Where the registers sit:
Bar = 100 um. Other sequential cells in the stronger grey, the rest of the logic in the fainter grey.
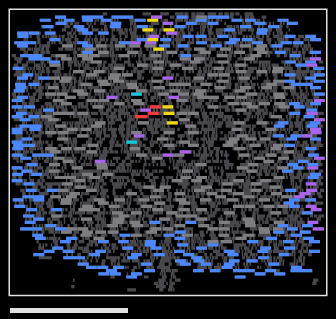
Selected gate families:
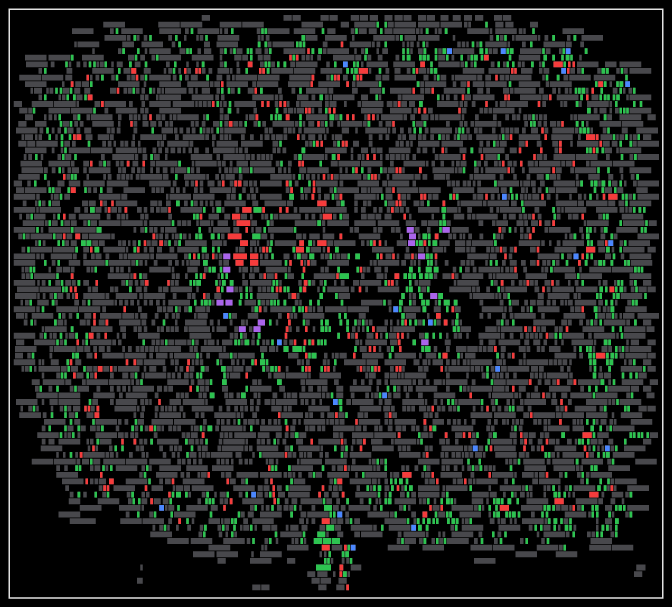
==> config.mk <==
export PLATFORM = sky130hd
export DESIGN_NAME = string_accel_avalon
export DESIGN_NICKNAME = d
export VERILOG_FILES = /design/src/rtl/string_accel_pkg.sv /design/src/rtl/string_word_scan.sv /design/src/rtl/string_accel_avalon.sv
export SDC_FILE = /design/constraint.sdc
export NUM_CORES = 2
export LEC_CHECK = 0
export ABC_AREA = 1
export ABC_CLOCK_PERIOD_IN_PS = 27400
export CORE_ASPECT_RATIO = 0.9
export CORE_UTILIZATION = 55
export CTS_BUF_LIST = sky130_fd_sc_hd__clkbuf_8
export CTS_CLUSTER_DIAMETER = 120
export CTS_CLUSTER_SIZE = 12
export DETAILED_ROUTE_END_ITERATION = 8
export PLACE_DENSITY = 0.75
export SYNTH_ARGS = -nofsm -noshare
export SYNTH_HDL_FRONTEND = slang
export SYNTH_SLANG_ARGS = --single-unit
==> constraint.sdc <==
create_clock -name clk -period 27.4 [get_ports clk]
set_input_delay 5.48 -clock clk [delete_from_list [all_inputs] [get_ports clk]]
set_output_delay 5.48 -clock clk [all_outputs]
set_load 0.1 [all_outputs]
==> results.py <==
# Physical implementation metrics
metrics = {
    "status": {
        "run_status": "completed",
    },
    "logic_synthesis": {
        "floorplan.nets": 4853,
        "async_reset_ff_frac": 1.00,
        "yosysSeqAreaShare": 0.426,
        "syn-instance-count": 4769,
        "number_of_flops_mapped_to_enable_cells_by_yosys": 0,
        "ys_top_cells_by_area": "sky130_fd_sc_hd__dfrtp_1 43%, sky130_fd_sc_hd__o21ai_0 11%, sky130_fd_sc_hd__nand2_1 9.6%",
        "syn_avg_cell_area_um2": 7.34,
        "postSynthRegisterBits": 596,
        "synth.cell_area_mm2": 0.0350,
        "synth_stat.cells": 4769,
        "yosysTopAreaCellShare": 0.426,
        "yosys_area_mm2": 0.0350,
        "synth_cell_type_count": 52,
        "ys.warnings.count": 0,
        "synth.most_common_cell": "sky130_fd_sc_hd__nand2_1",
        "yosys-top-cells-count": "894 x sky130_fd_sc_hd__nand2_1, 778 x sky130_fd_sc_hd__o21ai_0, 597 x sky130_fd_sc_hd__inv_1",
    },
    "final_timing": {
        "setup_total_negative_slack_ps": 0,
        "timing_worst_slew_pin_value_ps": 1390,
        "final-hold-violation-count": 0,
        "maximum_frequency_from_static_timing_analysis_mhz": 101,
        "timing_max_transition_violations_final": 0,
        "finalClockSkew_ps": 26.9,
        "final_min_period_over_clock_period": 0.360,
        "final-setup-viol-count": 0,
    },
    "detailed_routing": {
        "drcViolationCount": 0,
        "route.antenna.remaining_nets": 0,
        "num_vias": 35100,
        "wirelength_um": 134000,
        "average_wire_per_standard_cell_um": 24.4,
        "detail_route.first_pass.iterations": 8,
        "initialDrtViolationCount": 5413,
        "viasPerCell": 6.40,
    },
    "clock_network": {
        "post-cts-setup-buffers": 0,
        "cts_resized": 0,
        "cts-hold-fix-buffers": 0,
        "clock_sinks": 596,
        "clkLatencyLatePin_ps": 750,
        "cts_tree": "yes",
        "clk_root_buffer_cell": "sky130_fd_sc_hd__clkbuf_8",
        "cts.htree.levels": 2,
    },
    "critical_path": {
        "worst-r2r-cell-count": 17,
        "path_common_cell": "sky130_fd_sc_hd__buf_4",
        "cp.depth": 16,
        "critical_path_peak_fanout": 43,
        "slowest_delay_ps": 690,
        "path_delay_family": "buffers and inverters",
        "data_required_time_at_the_worst_endpoint_ps": 28030,
        "cp.buffers_inverters": 8,
        "critPathKind": "in2reg",
        "setup.worst_path.end_class": "register",
    },
    "power": {
        "max-vdd-ir-drop_v": 0.0000519,
        "static_leakage_power_nw": 17.6,
        "power_density_mw_per_mm2": 79.1,
    },
    "cells_and_area": {
        "lay_top_cells": "879 x sky130_fd_sc_hd__nand2_1, 778 x sky130_fd_sc_hd__o21ai_0, 595 x sky130_fd_sc_hd__dfrtp_1",
        "area_delta_synth_final_pct": 5.62,
        "layout.nets": 4720,
    },
    "grt": {
        "grt_start_max_net_pins": 156,
        "gr-usage-met1": 0.557,
        "globalRoute.totalOverflow": 0,
        "grt_pass1_wl_um": 200000,
        "grt_antenna_before_repair": 6,
        "grt_use_total": 0.413,
        "grt-busiest-layer": "met2",
        "global_route.usage.met3": 0.106,
    },
    "worst_hold_path": {
        "worstHoldPathType": "reg2reg",
        "min_path_cells": 2,
    },
    "place": {
        "port-buffer-count": 74,
    },
    "floorplanning": {
        "placement_rows": 87,
        "die.size.y_um": 241,
        "die.size.x_um": 268,
        "core_mm2": 0.0628,
    },
    "run": {
        "cap_viol_max_count": 0,
    },
}
Back to the opening pictures, 'where the registers sit':
`k_q`: marked red, placed flops 3. `readdata`: marked purple, placed flops 32. `a_q`: marked blue, placed flops 256, where all over the die. `ctrl_mode_q`: marked cyan, placed flops 2. `index_q`: marked yellow, placed flops 8, where top centre.
Another 295 sequential cells are not coloured.
total sequential power: 1.17 mW
area taken by flip-flops and latches: 0.0149 mm^2

Back to the opening pictures, 'selected gate families':
NAND gates: marked green, cells 1040, where all over the die. XOR/XNOR gates: marked purple, cells 15. AND and OR gates: marked blue, cells 23. NOR gates: marked red, cells 401, where all over the die.
non-filler cells, final: 5488
fraction of area in multi-input gates: 0.446
most common logic cell in the routed design: sky130_fd_sc_hd__nand2_1

-- tightest hold or removal path, stage by stage, from the launching register on --
cell and delay, ps:
sky130_fd_sc_hd__dfrtp_1 350, sky130_fd_sc_hd__nand2_1 50, sky130_fd_sc_hd__nand2_1 50
-- layout make-up --
cell class                      count  area, um^2
Fill cell                        5885       25900
Multi-Input combinational cell   3218       16500
Sequential cell                   596       14900
Inverter                          614        2320
Timing Repair Buffer              151        1330
Tap cell                          845        1060
Clock buffer                       57         785
Clock inverter                      2        33.8
Antenna cell                        5        12.5
-- through the flow --
step | hold slack [ps] | setup WS (ps) | util | cell area [um^2]
3_3_place_gp | 464 | 17260 | 0.575 | 36100
5_1_grt | 501 | 17430 | 0.588 | 36900
3_5_place_dp | 465 | 17080 | 0.575 | 36100
6_report | 484 | 17540 | 0.588 | 37000
4_1_cts | 486 | 17840 | 0.588 | 36900
2_1_floorplan | 453 | 5240 | - | 35000
-- metal layers --
layer | up-vias | part of all wire
li1 | 15700 | -
met1 | 16200 | 0.38
met2 | 2594 | 0.41
met3 | 641 | 0.14
met4 | 2 | 0.070
met5 | - | 0.000097
-- logic make-up after synthesis --
logic type | after synthesis | share of synthesized area
flops | 596 | 0.426
xor+xnor | 15 | 0.00376
buf+inv | 955 | 0.107
simple gates | 1464 | 0.171
compound gates | 1689 | 0.274
mux | 8 | 0.00229
fa+ha+maj | 42 | 0.0159
-- power by group --
group / internal [mW] / leakage [nW] / total (mW) / switching, mW
sequential: 1.05 / 7.17 / 1.17 / 0.120
combinational: 0.387 / 10.0 / 1.24 / 0.855
clock: 0.194 / 0.429 / 0.512 / 0.318
Power is estimated from default activity; no workload was simulated.
